## src/rtl/tdc_meas_pkg.sv

```systemverilog
// Shared types, default widths and the saturating-add helper for the TDC measurement sequencer.
// Latency: n/a (package). Backpressure: n/a.
// Consumers override the widths per instance; these are the defaults only.
package tdc_meas_pkg;

    localparam int CNT_W_DEF  = 8;
    localparam int WIN_W_DEF  = 12;
    localparam int NWIN_W_DEF = 4;
    localparam int ACC_W_DEF  = 12;

    typedef enum logic [2:0] {
        ST_IDLE,
        ST_CLEAR,
        ST_GATE,
        ST_SETTLE,
        ST_CAPTURE,
        ST_DONE
    } state_t;

    // Returns {overflow, sum clamped to 2^w-1}; valid for w up to 31.
    function automatic logic [32:0] sat_add(input logic [31:0] a, input logic [31:0] b, input int w);
        logic [32:0] sum;
        logic [32:0] lim;
        sum = {1'b0, a} + {1'b0, b};
        lim = (33'd1 << w) - 33'd1;
        if (sum > lim) begin
            return {1'b1, lim[31:0]};
        end
        return {1'b0, sum[31:0]};
    endfunction

endpackage

```

## src/rtl/tdc_window_timer.sv

```systemverilog
// Loadable down-counter timing the gate and settle intervals of a measurement window.
// Latency: load takes effect next cycle; last is high during the final counted cycle.
// Backpressure: none; load has priority over decrement.
module tdc_window_timer #(
    parameter int W = 12
) (
    input  logic         clk,
    input  logic         rst,
    input  logic         load,
    input  logic [W-1:0] load_val,
    input  logic         dec,
    output logic         last
);

    logic [W-1:0] count;

    always_ff @(posedge clk) begin
        if (rst) begin
            count <= '0;
        end else if (load) begin
            count <= load_val;
        end else if (dec && count != '0) begin
            count <= count - W'(1);
        end
    end

    assign last = (count == W'(1));

endmodule

```

## src/rtl/tdc_meas_sequencer.sv

```systemverilog
// Runs the data counter through N gated windows and sums the per-window counts (TDC_MEAS_MINMAX_EN adds min/max).
// Latency: result_valid N*(window_len+SETTLE+2)+1 cycles after start is sampled; 1 cycle for a degenerate config.
// Backpressure: none; start is ignored while busy, abort returns to IDLE on the next edge.
module tdc_meas_sequencer
    import tdc_meas_pkg::*;
#(
    parameter int CNT_W  = CNT_W_DEF,
    parameter int WIN_W  = WIN_W_DEF,
    parameter int NWIN_W = NWIN_W_DEF,
    parameter int ACC_W  = ACC_W_DEF,
    parameter int SETTLE = 2
) (
    input  logic              clk,
    input  logic              rst,
    input  logic              start,
    input  logic              abort,
    input  logic [WIN_W-1:0]  window_len,
    input  logic [NWIN_W-1:0] num_windows,
    input  logic [CNT_W-1:0]  count_in,
    output logic              cnt_clear,
    output logic              cnt_en,
    output logic              busy,
    output logic [ACC_W-1:0]  result,
    output logic              result_valid,
    output logic              overflow,
    output logic              aborted
`ifdef TDC_MEAS_MINMAX_EN
    ,
    output logic [CNT_W-1:0]  min_cnt,
    output logic [CNT_W-1:0]  max_cnt
`endif
);

    state_t             state;
    logic [WIN_W-1:0]   len_q;
    logic [NWIN_W-1:0]  nwin_q;
    logic [NWIN_W-1:0]  idx;
    logic [ACC_W-1:0]   acc;

    logic               tmr_load;
    logic               tmr_dec;
    logic               tmr_last;
    logic [WIN_W-1:0]   tmr_val;

    logic [32:0]        sat_res;
    logic [ACC_W-1:0]   acc_nxt;
    logic               sat_ovf;
    logic               sat_unused;
    logic               last_win;
    logic               degen;

    // One timer serves both intervals: reloaded with SETTLE on the final gate cycle.
    always_comb begin
        tmr_load = 1'b0;
        tmr_dec  = 1'b0;
        tmr_val  = len_q;
        case (state)
            ST_CLEAR: tmr_load = 1'b1;
            ST_GATE: begin
                tmr_dec = 1'b1;
                if (tmr_last && SETTLE != 0) begin
                    tmr_load = 1'b1;
                    tmr_val  = WIN_W'(SETTLE);
                end
            end
            ST_SETTLE: tmr_dec = 1'b1;
            default: ;
        endcase
    end

    always_comb begin
        sat_res  = sat_add(32'(acc), 32'(count_in), ACC_W);
        acc_nxt  = sat_res[ACC_W-1:0];
        sat_ovf  = sat_res[32];
        last_win = (idx == nwin_q - NWIN_W'(1));
        degen    = (num_windows == '0) || (window_len == '0);
    end

    assign sat_unused = ^sat_res[31:ACC_W];

    tdc_window_timer #(
        .W(WIN_W)
    ) u_timer (
        .clk      (clk),
        .rst      (rst),
        .load     (tmr_load),
        .load_val (tmr_val),
        .dec      (tmr_dec),
        .last     (tmr_last)
    );

    always_ff @(posedge clk) begin
        if (rst) begin
            state        <= ST_IDLE;
            cnt_clear    <= 1'b0;
            cnt_en       <= 1'b0;
            busy         <= 1'b0;
            result       <= '0;
            result_valid <= 1'b0;
            overflow     <= 1'b0;
            aborted      <= 1'b0;
            len_q        <= '0;
            nwin_q       <= '0;
            idx          <= '0;
            acc          <= '0;
        end else begin
            cnt_clear    <= 1'b0;
            result_valid <= 1'b0;
            aborted      <= 1'b0;
            if (abort && state != ST_IDLE) begin
                state   <= ST_IDLE;
                cnt_en  <= 1'b0;
                busy    <= 1'b0;
                aborted <= 1'b1;
            end else begin
                case (state)
                    ST_IDLE: begin
                        if (start && !abort) begin
                            len_q    <= window_len;
                            nwin_q   <= num_windows;
                            acc      <= '0;
                            idx      <= '0;
                            overflow <= 1'b0;
                            busy     <= 1'b1;
                            if (degen) begin
                                result       <= '0;
                                result_valid <= 1'b1;
                                state        <= ST_DONE;
                            end else begin
                                cnt_clear <= 1'b1;
                                state     <= ST_CLEAR;
                            end
                        end
                    end
                    ST_CLEAR: begin
                        cnt_en <= 1'b1;
                        state  <= ST_GATE;
                    end
                    ST_GATE: begin
                        if (tmr_last) begin
                            cnt_en <= 1'b0;
                            state  <= (SETTLE == 0) ? ST_CAPTURE : ST_SETTLE;
                        end
                    end
                    ST_SETTLE: begin
                        if (tmr_last) begin
                            state <= ST_CAPTURE;
                        end
                    end
                    ST_CAPTURE: begin
                        acc <= acc_nxt;
                        if (sat_ovf) begin
                            overflow <= 1'b1;
                        end
                        // result/result_valid are registered so they are visible during DONE.
                        if (last_win) begin
                            result       <= acc_nxt;
                            result_valid <= 1'b1;
                            state        <= ST_DONE;
                        end else begin
                            idx       <= idx + NWIN_W'(1);
                            cnt_clear <= 1'b1;
                            state     <= ST_CLEAR;
                        end
                    end
                    ST_DONE: begin
                        busy  <= 1'b0;
                        state <= ST_IDLE;
                    end
                    default: state <= ST_IDLE;
                endcase
            end
        end
    end

`ifdef TDC_MEAS_MINMAX_EN
    logic [CNT_W-1:0] min_q;
    logic [CNT_W-1:0] max_q;
    logic [CNT_W-1:0] min_nxt;
    logic [CNT_W-1:0] max_nxt;
    logic             first_win;

    always_comb begin
        first_win = (idx == '0);
        min_nxt   = (first_win || count_in < min_q) ? count_in : min_q;
        max_nxt   = (first_win || count_in > max_q) ? count_in : max_q;
    end

    always_ff @(posedge clk) begin
        if (rst) begin
            min_q   <= '0;
            max_q   <= '0;
            min_cnt <= '0;
            max_cnt <= '0;
        end else if (!abort) begin
            if (state == ST_IDLE && start && degen) begin
                min_cnt <= '0;
                max_cnt <= '0;
            end
            if (state == ST_CAPTURE) begin
                min_q <= min_nxt;
                max_q <= max_nxt;
                if (last_win) begin
                    min_cnt <= min_nxt;
                    max_cnt <= max_nxt;
                end
            end
        end
    end
`else
    // Without min/max tracking each window count only feeds the accumulator.
`endif

endmodule

```

## config.mk

```make
export PLATFORM = sky130hd
export DESIGN_NAME = tdc_meas_sequencer
export DESIGN_NICKNAME = d
export VERILOG_FILES = /design/src/rtl/tdc_meas_pkg.sv /design/src/rtl/tdc_window_timer.sv /design/src/rtl/tdc_meas_sequencer.sv
export SDC_FILE = /design/constraint.sdc
export NUM_CORES = 1
export LEC_CHECK = 0
export CAP_MARGIN = 10
export CORE_MARGIN = 4
export CORE_UTILIZATION = 55
export DETAILED_ROUTE_END_ITERATION = 7
export PLACE_DENSITY = 0.8
export SLEW_MARGIN = 20
export SYNTH_ARGS = -nofsm -noshare
export SYNTH_HDL_FRONTEND = slang
export SYNTH_SLANG_ARGS = --single-unit
```

## constraint.sdc

```tcl
create_clock -name clk -period 4.4 [get_ports clk]
set_input_delay 0.66 -clock clk [delete_from_list [all_inputs] [get_ports clk]]
set_output_delay 0.66 -clock clk [all_outputs]
set_load 0.01 [all_outputs]
```

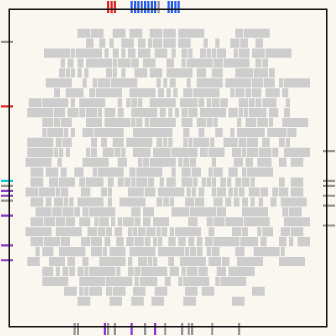
Figure 1: run 1, pin map.
Pins as bars across the die edge, other pins in grey.
- cyan: overflow (pins 1; direction output; edge west)
- purple: count_in (pins 8; direction input; edge 5 west, 3 south)
- red: num_windows (pins 4; direction input; edge 3 north, 1 west)
- blue: window_len (pins 12; direction input; edge north)
- all pins by edge: 16 north, 14 south, 10 west, 6 east

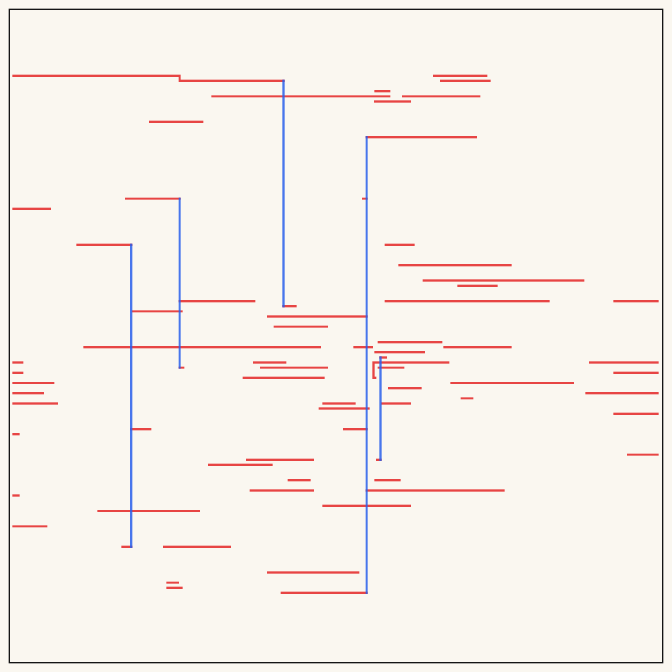
Figure 2: run 1, signal wires by layer.
Only two layers are drawn.
- red: M3 (wire length 547 um)
- blue: M4 (wire length 167 um)

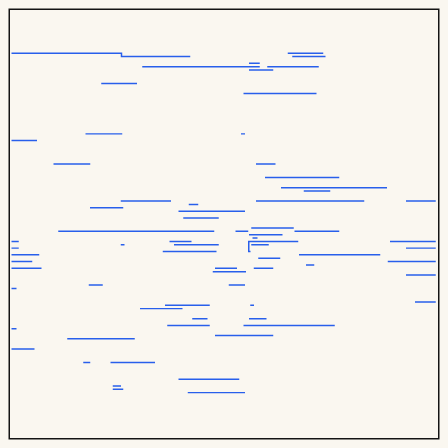
Figure 3: run 1, metal 3.
- wire length on this layer: 547 um
- longest straight run: 31.3 um
- share of all routed wire: 6.3%

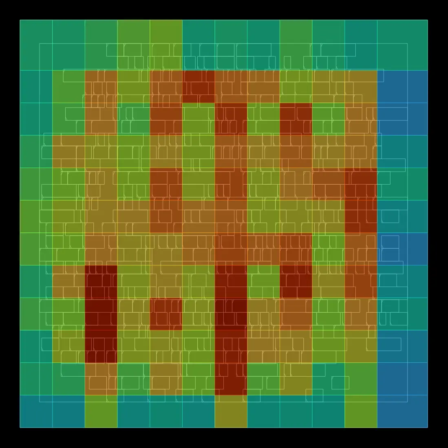
Figure 4: run 1, routing congestion.
GRT busiest layer: met2
met3 Use GR: 4.373%
gr usage total: 24.56%

==> Changelog: implementation, run 1 <==
### Changed

- Global-route wire length before repair: about 15 mm
- Worst Reg-to-Reg Cells: 7
- Drt initial violations: between 300 and 400
- Area leader, netlist: dfxtp_1
- CTS tree: built
- Post-Syn Area: about 0.0034 mm2
- Post-route cell area: between 0.004 and 0.005 mm2
- Hold Vio Cnt, Final: 0
- Die Ht: 86.61 um
- Registers, synthesis: 65
- WP data arrival: 3140 ps
- Initial antenna violation count: 0
- Area fraction in xor and xnor cells: about 5.6%
- Register Area: about 0.0013 mm2
- Placer Congestion: between 0.8 and 0.9
- Reg2Reg Setup Slack: around 1900 ps
- Top cells by count: dfxtp_1, nand2_1, a21oi_1, nor2_1, nor3_1
- Placed cell count: approximately 530
- Worst slew margin: between 40% and 50%
- Chip Area, Yosys: 0.003398 mm2
- I/O Buffers: 45
- Final Max Slew Viols: 0
- Synth Seq Share: 38.29%
- Static Leak: between 1 and 1.5 nW
- Startpoint types: input pin
- Vias per cell: 6.081
- Worst hold margin: 464.9 ps
- Worst ir drop on vdd: around 0.3 mV
- Routed length per instance: 15.96 um
- Crit Path Class: input pin to register
- Reg clk slew, reported paths: about 70 ps
- Detail Placement HPWL: between 6 and 7 mm
- Main logic family: simple AND/OR/NAND/NOR gates
- Die Wd: about 87 um
- Worst r2r src: u_timer.count[0]
- Max Cap Viol: 0
- Synth Area per Inst: roughly 8 um2
- Critical Path End: acc[9]
- Crit path capture type: register
- Clk sink count: around 65
- Yosys cell count: around 420
- Final #Nets: 506
- Post-synth mux share: less than 1%
- CTS H-tree lvls: 3
- EDFF count, synth: 0
- Hold Path Class: register to register
- Crit path max fanout: 9
- RSZ-0062 raised after global routing: no
- Ant diodes: 0
- Setup Buffers After CTS: 0
- Placed Area: approximately 0.004 mm2
- Main flop type: dfxtp_1
- Tool warnings: 27
- Minimum clock period: around 2900 ps
- Status: completed
- FMAX: 347.6 MHz
- Total Power: 1.669 mW
- Worst setup margin: 1523 ps
- Core area: just under 0.006 mm2
- Final setup fails: 0
- P per Cell Area: 406.0 mW/mm2
- Synth Area in Compound Gates: about 22%
- Layout area overhead: 20.95%
- Antenna-violating nets left: 0
- Setup Skew: slightly below 5 ps
- CTS max path bufs: 2
- Die area: around 0.0075 mm2
- Top cells by area: dfxtp_1, nand2_1, a21oi_1
- Grt total ovfl: 0
- Cell Type Count: around 54
- Hold Crit Start: len_q[0]
- Layout fillers: about 520
- Share of cells above drive strength 1: 7.234%
- Vias in the first global route: 3132
- Init Core Util: a little under three fifths
- Post-Synth Simple-Gate Area: around 24%
- Area leader share: approximately two fifths
- Mapped Cells: ~420
- Drt drc: 0
- Adder Area Share: 5.007%
- DP Worst Slack: between 1000 and 1500 ps
- Slew of the pin with the lowest slew margin: roughly 830 ps
- Finished Core Util: 69.01%
- CTS Hold Buffers Added: 0
- Total I/O pin count: around 46
- Root Driver: clkbuf_8
- Setup_tns: 0 ps
- CTS-repair resized insts: 0
- Hold path depth: 2
- Pre-Repair DR Iteration Count: 5
- # rows: 28
- Final period utilization: 65.39%
- Critical R2R Capture: u_timer.count[10]
- Crit path required time: 4660 ps
- Async SR Flop Fraction: 0%
- WL final: roughly 8.7 mm
- Final Non-Filler Cells: around 550
- Worst Hold Path EP: len_q[0]
- Post-synthesis net count: ~470
- Vias: ~3300
- Crit. Startpoint: count_in[0]
- Synth warnings: 0
- CTS Buf Count: 9
- Largest net degree at the start of global routing: between 50 and 60
- Comb. cell area: about 0.0020 mm2
- Clock latency on the worst-skew pair: 350 ps
-- run 1: cells by family (layout without fill, tap and decap cells) --
family                   count (synthesis)  in the layout
multiplexers                             3              3
XOR/XNOR                                20             20
adder cells (fa/ha/maj)                 13             13
AND-OR/OR-AND                          118            118
AND/OR/NAND/NOR                        173            173
buffers and inverters                   32             78
flip-flops                              65             65
-- run 1: layout make-up --
cell class / instances / area share (%)
clock buffers: 10 / 3.349
flip-flops and latches: 65 / 31.66
multi-input cells: 327 / 48.10
inverters: 12 / 1.096
clock inverters: 6 / 1.644
well taps: 75 / 2.283
repair buffers: 50 / 11.87
-- run 1: critical path, stage by stage --
cell and delay (ps):
clkdlybuf4s50_1 480, ha_1 200, inv_1 70, fa_1 410, nor2b_1 200, o2111ai_1 180
a21boi_1 380, or2_2 290, nor4_1 70, nor4_1 210
-- run 1: where the power goes --
group / switching [mW] / leakage [nW] / total, mW / internal, mW
sequential: 0.0567 / 0.527 / 0.691 / 0.634
combinational: 0.249 / 0.874 / 0.458 / 0.209
clock: 0.243 / 0.0868 / 0.520 / 0.276
total: 0.549 / 1.49 / 1.67 / 1.12
-- run 1: placed cells by master, fill, tap and decap left out, types with 5 or more instances in the layout --
master	n
nand2_1	65
dfxtp_1	65
clkdlybuf4s50_1	45
nor2_1	42
a21oi_1	42
nor3_1	21
o21ai_0	20
xnor2_1	13
inv_1	12
a211oi_1	12
ha_1	12
nor4_1	10
clkbuf_8	10
a21o_1	7
xor2_1	6
o31ai_1	6
nand3_1	5
clkinvlp_4	5
buf_4	5
-- run 1: layer usage --
layer,global-route usage (%),wire (um),vias to the layer above,part of all wire (%)
met1,33.02,3882,1579,45
met5,0,0,-,0
met3,4.373,546,16,6.3
met4,9.348,166,0,1.9
met2,39.29,4100,119,47
li1,-,-,1600,-
Figure 5. Sequential cells coloured by netlist name (run 1).
Other sequential cells in the stronger grey, the rest of the logic in the fainter grey.
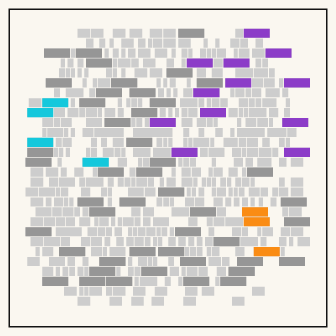

==> run 2: changes to the inputs <==
--- a/config.mk
+++ b/config.mk
@@ -7,9 +7,9 @@
 export LEC_CHECK = 0
 export CAP_MARGIN = 10
 export CORE_MARGIN = 4
-export CORE_UTILIZATION = 55
+export CORE_UTILIZATION = 50
 export DETAILED_ROUTE_END_ITERATION = 7
-export PLACE_DENSITY = 0.8
+export PLACE_DENSITY = 0.77
 export SLEW_MARGIN = 20
 export SYNTH_ARGS = -nofsm -noshare
 export SYNTH_HDL_FRONTEND = slang
==> constraint.sdc (replaced) <==
create_clock -name clk -period 2.59 [get_ports clk]
set_input_delay 0.3885 -clock clk [delete_from_list [all_inputs] [get_ports clk]]
set_output_delay 0.3885 -clock clk [all_outputs]
set_load 0.01 [all_outputs]
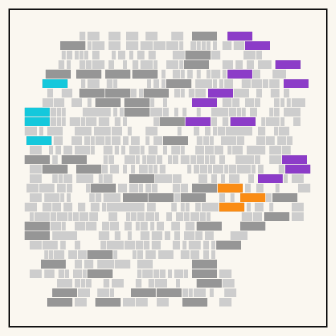
Figure 6: run 2, sequential cells coloured by netlist name.
Other sequential cells in the stronger grey, the rest of the logic in the fainter grey.
- purple: u_timer.count (sequential cells 12)
- cyan: idx (sequential cells 4)
- orange: state (sequential cells 3)
- not coloured: 46
sequential cell area share: 30.88%
Finished Core Util: 65.25%
Seq power: 1.17 mW

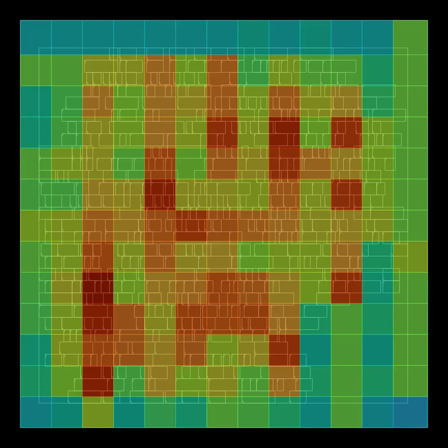
Figure 7: run 2, routing congestion.
met3 Use GR: 4.333%
routed length per instance: 15.74 um
met1 global-route usage: 29.06%
gr usage total: 22.18%

==> Changelog: implementation, run 2 <==
### Changed

- Status: completed
- Non-clk bufs: 64 (+28%)
- Largest net degree at the start of global routing: 20 (-62%)
- Setup Skew: 9.138 ps (+4.316 ps)
- Reg clk slew, reported paths: 60 ps (about the same)
- Core area: 0.006459 mm2 (+8.4%)
- Post-Syn Area: 0.003398 mm2 (unchanged)
- Final clock-cell share: 4.632% (-0.36 points)
- Die Ht: 90.44 um (+4.4%)
- Placed cell count: 545 (+3.0%)
- WP data arrival: 2600 ps (-540 ps)
- Die Wd: 90.44 um (+4.4%)
- CTS max path bufs: 2 (unchanged)
- Initial antenna violation count: 0 (unchanged)
- Static Leak: 1.573 nW (+5.7%)
- Layout area overhead: 24.01%
- Detail Placement HPWL: 6.501 mm (+2.9%)
- Vias per cell: 5.846 (-3.9%)
- Tool warnings: 27 (unchanged)
- Slowest cell on the critical path: clkdlybuf4s50_1
- CTS Hold Buffers Added: 0 (unchanged)
- RSZ-0062 raised after global routing: no
- Vias: 3274 (-1.2%)
- Ant diodes: 0 (unchanged)
- Comb. cell area: 0.001983 mm2 (+0.32%)
- Crit path required time: 2780 ps (-1880 ps)
- Global-route wire length before repair: 14.89 mm (+1.6%)
- Crit. Startpoint: count_in[0]
- Final period utilization: between 90% and 100%
- Inverter count: 12 (unchanged)
- Area leader share: 38.29% (unchanged)
- Slowest stage delay, CP: 460 ps (-20 ps)
- Slew of the pin with the lowest slew margin: 613.6 ps (-212.8 ps)
- Highest metal used: met4
- Most frequent cells in the layout: nand2_1, dfxtp_1, clkdlybuf4s50_1, nor2_1, a21oi_1
- Multi-input combinational area share: 47.06% (-1.0 points)
- Crit path capture type: register
- Top cells by area: dfxtp_1, nand2_1, a21oi_1
- Hold Crit Start: result[7]
- Final Max Slew Viols: 0 (unchanged)
- Post-synthesis net count: 465 (unchanged)
- CTS H-tree lvls: 3 (unchanged)
- Async SR Flop Fraction: 0% (unchanged)
- Clk sink count: 65 (unchanged)
- Chip Area, Yosys: 0.003398 mm2 (unchanged)
- Post-synth mux share: 0.9573% (unchanged)
- Final #Nets: 520 (+2.8%)
- Worst r2r src: u_timer.count[0]
- Minimum clock period: about 2400 ps
- Synth Seq Share: 38.29% (unchanged)
- Hold Path Class: register to register
- Reg2Reg Setup Slack: 200 ps (-1710 ps)
- Top cells by count: dfxtp_1, nand2_1, a21oi_1, nor2_1, nor3_1
- Area fraction in xor and xnor cells: 5.560% (unchanged)
- I/O Buffers: 45 (unchanged)
- P per Cell Area: 672.4 mW/mm2 (+66%)
- Synth Area in Compound Gates: 22.46% (unchanged)
- Clock latency on the worst-skew pair: 340 ps (about the same)
- Routed metal-1 wirelength: 4.104 mm (+5.7%)
- Drt drc: 0 (unchanged)
- Init Core Util: 52.62% (-4.4 points)
- Adder Area Share: 5.007% (unchanged)
- WL final: 8.812 mm (+1.3%)
- Hold Vio Cnt, Final: 0 (unchanged)
- Pre-Repair DR Iteration Count: 4 (-1)
- Registers, synthesis: 65 (unchanged)
- Worst setup margin: 183.4 ps (-1339 ps)
- Layout fillers: 587 (+13%)
- NonClk Buf Share: 14.07% (+2.2 points)
- Share of cells above drive strength 1: 9.731% (+2.5 points)
- Main logic family: simple AND/OR/NAND/NOR gates
- Met3 wire length: 422 um (-23%)
- Critical R2R Capture: u_timer.count[10]
- Worst Reg-to-Reg Cells: 7 (unchanged)
- Die area: 0.008179 mm2 (+9.1%)
- Flip-flop and latch count: 65 (unchanged)
- Drt initial violations: 206 (-32%)
- Area leader, netlist: dfxtp_1
- Main flop type: dfxtp_1
- Register Area: 0.001301 mm2 (unchanged)
- Synth Area per Inst: 8.015 um2 (unchanged)
- EDFF count, synth: 0 (unchanged)
- Total I/O pin count: 46 (unchanged)
- # rows: 29 (+3.6%)
- Met2 WL: 4.085 mm (-0.37%)
- Multi-input gate count: 327 (unchanged)
- FMAX: about 420 MHz
- Critical path's top delay family: adder cells
- Final setup fails: 0 (unchanged)
- Setup Buffers After CTS: 0 (unchanged)
- Startpoint types: input pin
- Cell Type Count: 54 (unchanged)
- Mapped Cells: 424 (unchanged)
- Yosys cell count: 424 (unchanged)
- Grt total ovfl: 0 (unchanged)
- Clock buffer cells: 12 (+2)
- Placer Congestion: 0.8931 (-0.12%)
- Worst-path cell chain: clkdlybuf4s50_1, ha_1, inv_1, fa_1, nor2b_1, o2111ai_1, nand2_1, a31o_2, mux2i_1, o21ai_0
- Max Cap Viol: 0 (unchanged)
- Buf/Inv on CP: 2 (unchanged)
- Crit path max fanout: 3 (-6)
- Crit Path Class: input pin to register
- DP Worst Slack: -102.0 ps (-1294 ps)
- Top cell category: logic gates
- Worst slew margin: 59.09% (+14 points)
- CTS Buf Count: 9 (unchanged)
- Critical Path End: result[8]
- Final Non-Filler Cells: 560 (+2.8%)
- Worst ir drop on vdd: 0.3131 mV (+6.9%)
- Antenna-violating nets left: 0 (unchanged)
- Total Power: 2.834 mW (+70%)
- Vias in the first global route: 3135 (+0.096%)
- Synth warnings: 0 (unchanged)
- Root Driver: clkbuf_8
- Critical path depth: 10 (unchanged)
- Tap Cells: 77 (+2.7%)
- CTS tree: built
- Post-Synth Simple-Gate Area: 24.19% (unchanged)
## run 2: cell types whose count changed in the layout (fill, tap and decap cells not counted), sizes merged
cell      previous run  this run
buf                  5        19
clkbuf              10        12
clkinv               0         2
clkinvlp             5         0
## run 2: timing repair
action,in CTS,in global routing
gates resized,0,1
setup endpoints to repair,0,5
endpoints found under the hold margin,0,0
## run 2: cells by family after synthesis
group	Yosys count
compound gates	118
xor+xnor	20
fa+ha+maj	13
buf+inv	32
flops	65
mux	3
simple gates	173
## run 2: report_power, final
| part | internal (mW) | total, mW | switching [mW] |
|---|---|---|---|
| registers | 1.08 | 1.17 | 0.0964 |
| clock network | 0.489 | 0.857 | 0.369 |
| logic | 0.372 | 0.802 | 0.430 |
| total | 1.94 | 2.83 | 0.895 |
## run 2: worst min-delay path by stage
stage,endpoint,slack (ps),cells past startpoint
after CTS,result[7],460,2
after floorplan,len_q[1],430,2
after global placement,result[7],440,2
after detailed placement,result[7],440,2
final,result[7],460,2
after global routing,len_q[4],480,2
## run 2: worst register-to-register path: cells and delay by family, from the launching register on
family	cells	cell delay [ps]
adder cells (fa/ha/maj)	1	220
AND-OR/OR-AND	3	530
flip-flops	1	410
AND/OR/NAND/NOR	3	1150
## run 2: through the flow
| step | instance area [um2] | setup TNS [ps] | hold WS [ps] |
|---|---|---|---|
| detailed placement | 4013 | -498.6 | 443.4 |
| global placement | 4013 | -23.75 | 435.1 |
| CTS | 4208 | 0 | 457.6 |
| global route | 4214 | 0 | 478.9 |
| finish | 4214 | 0 | 456.3 |
| floorplan | 3398 | 0 | 433.2 |
## run 2: routing by layer
layer / GRT usage, % / vias up
met5: 0 / -
met4: 10.71 / 0
met3: 4.333 / 23
met2: 34.91 / 92
met1: 29.06 / 1518
li1: - / 1641
Power figures rest on the tool's default switching activity, not on a simulated workload.
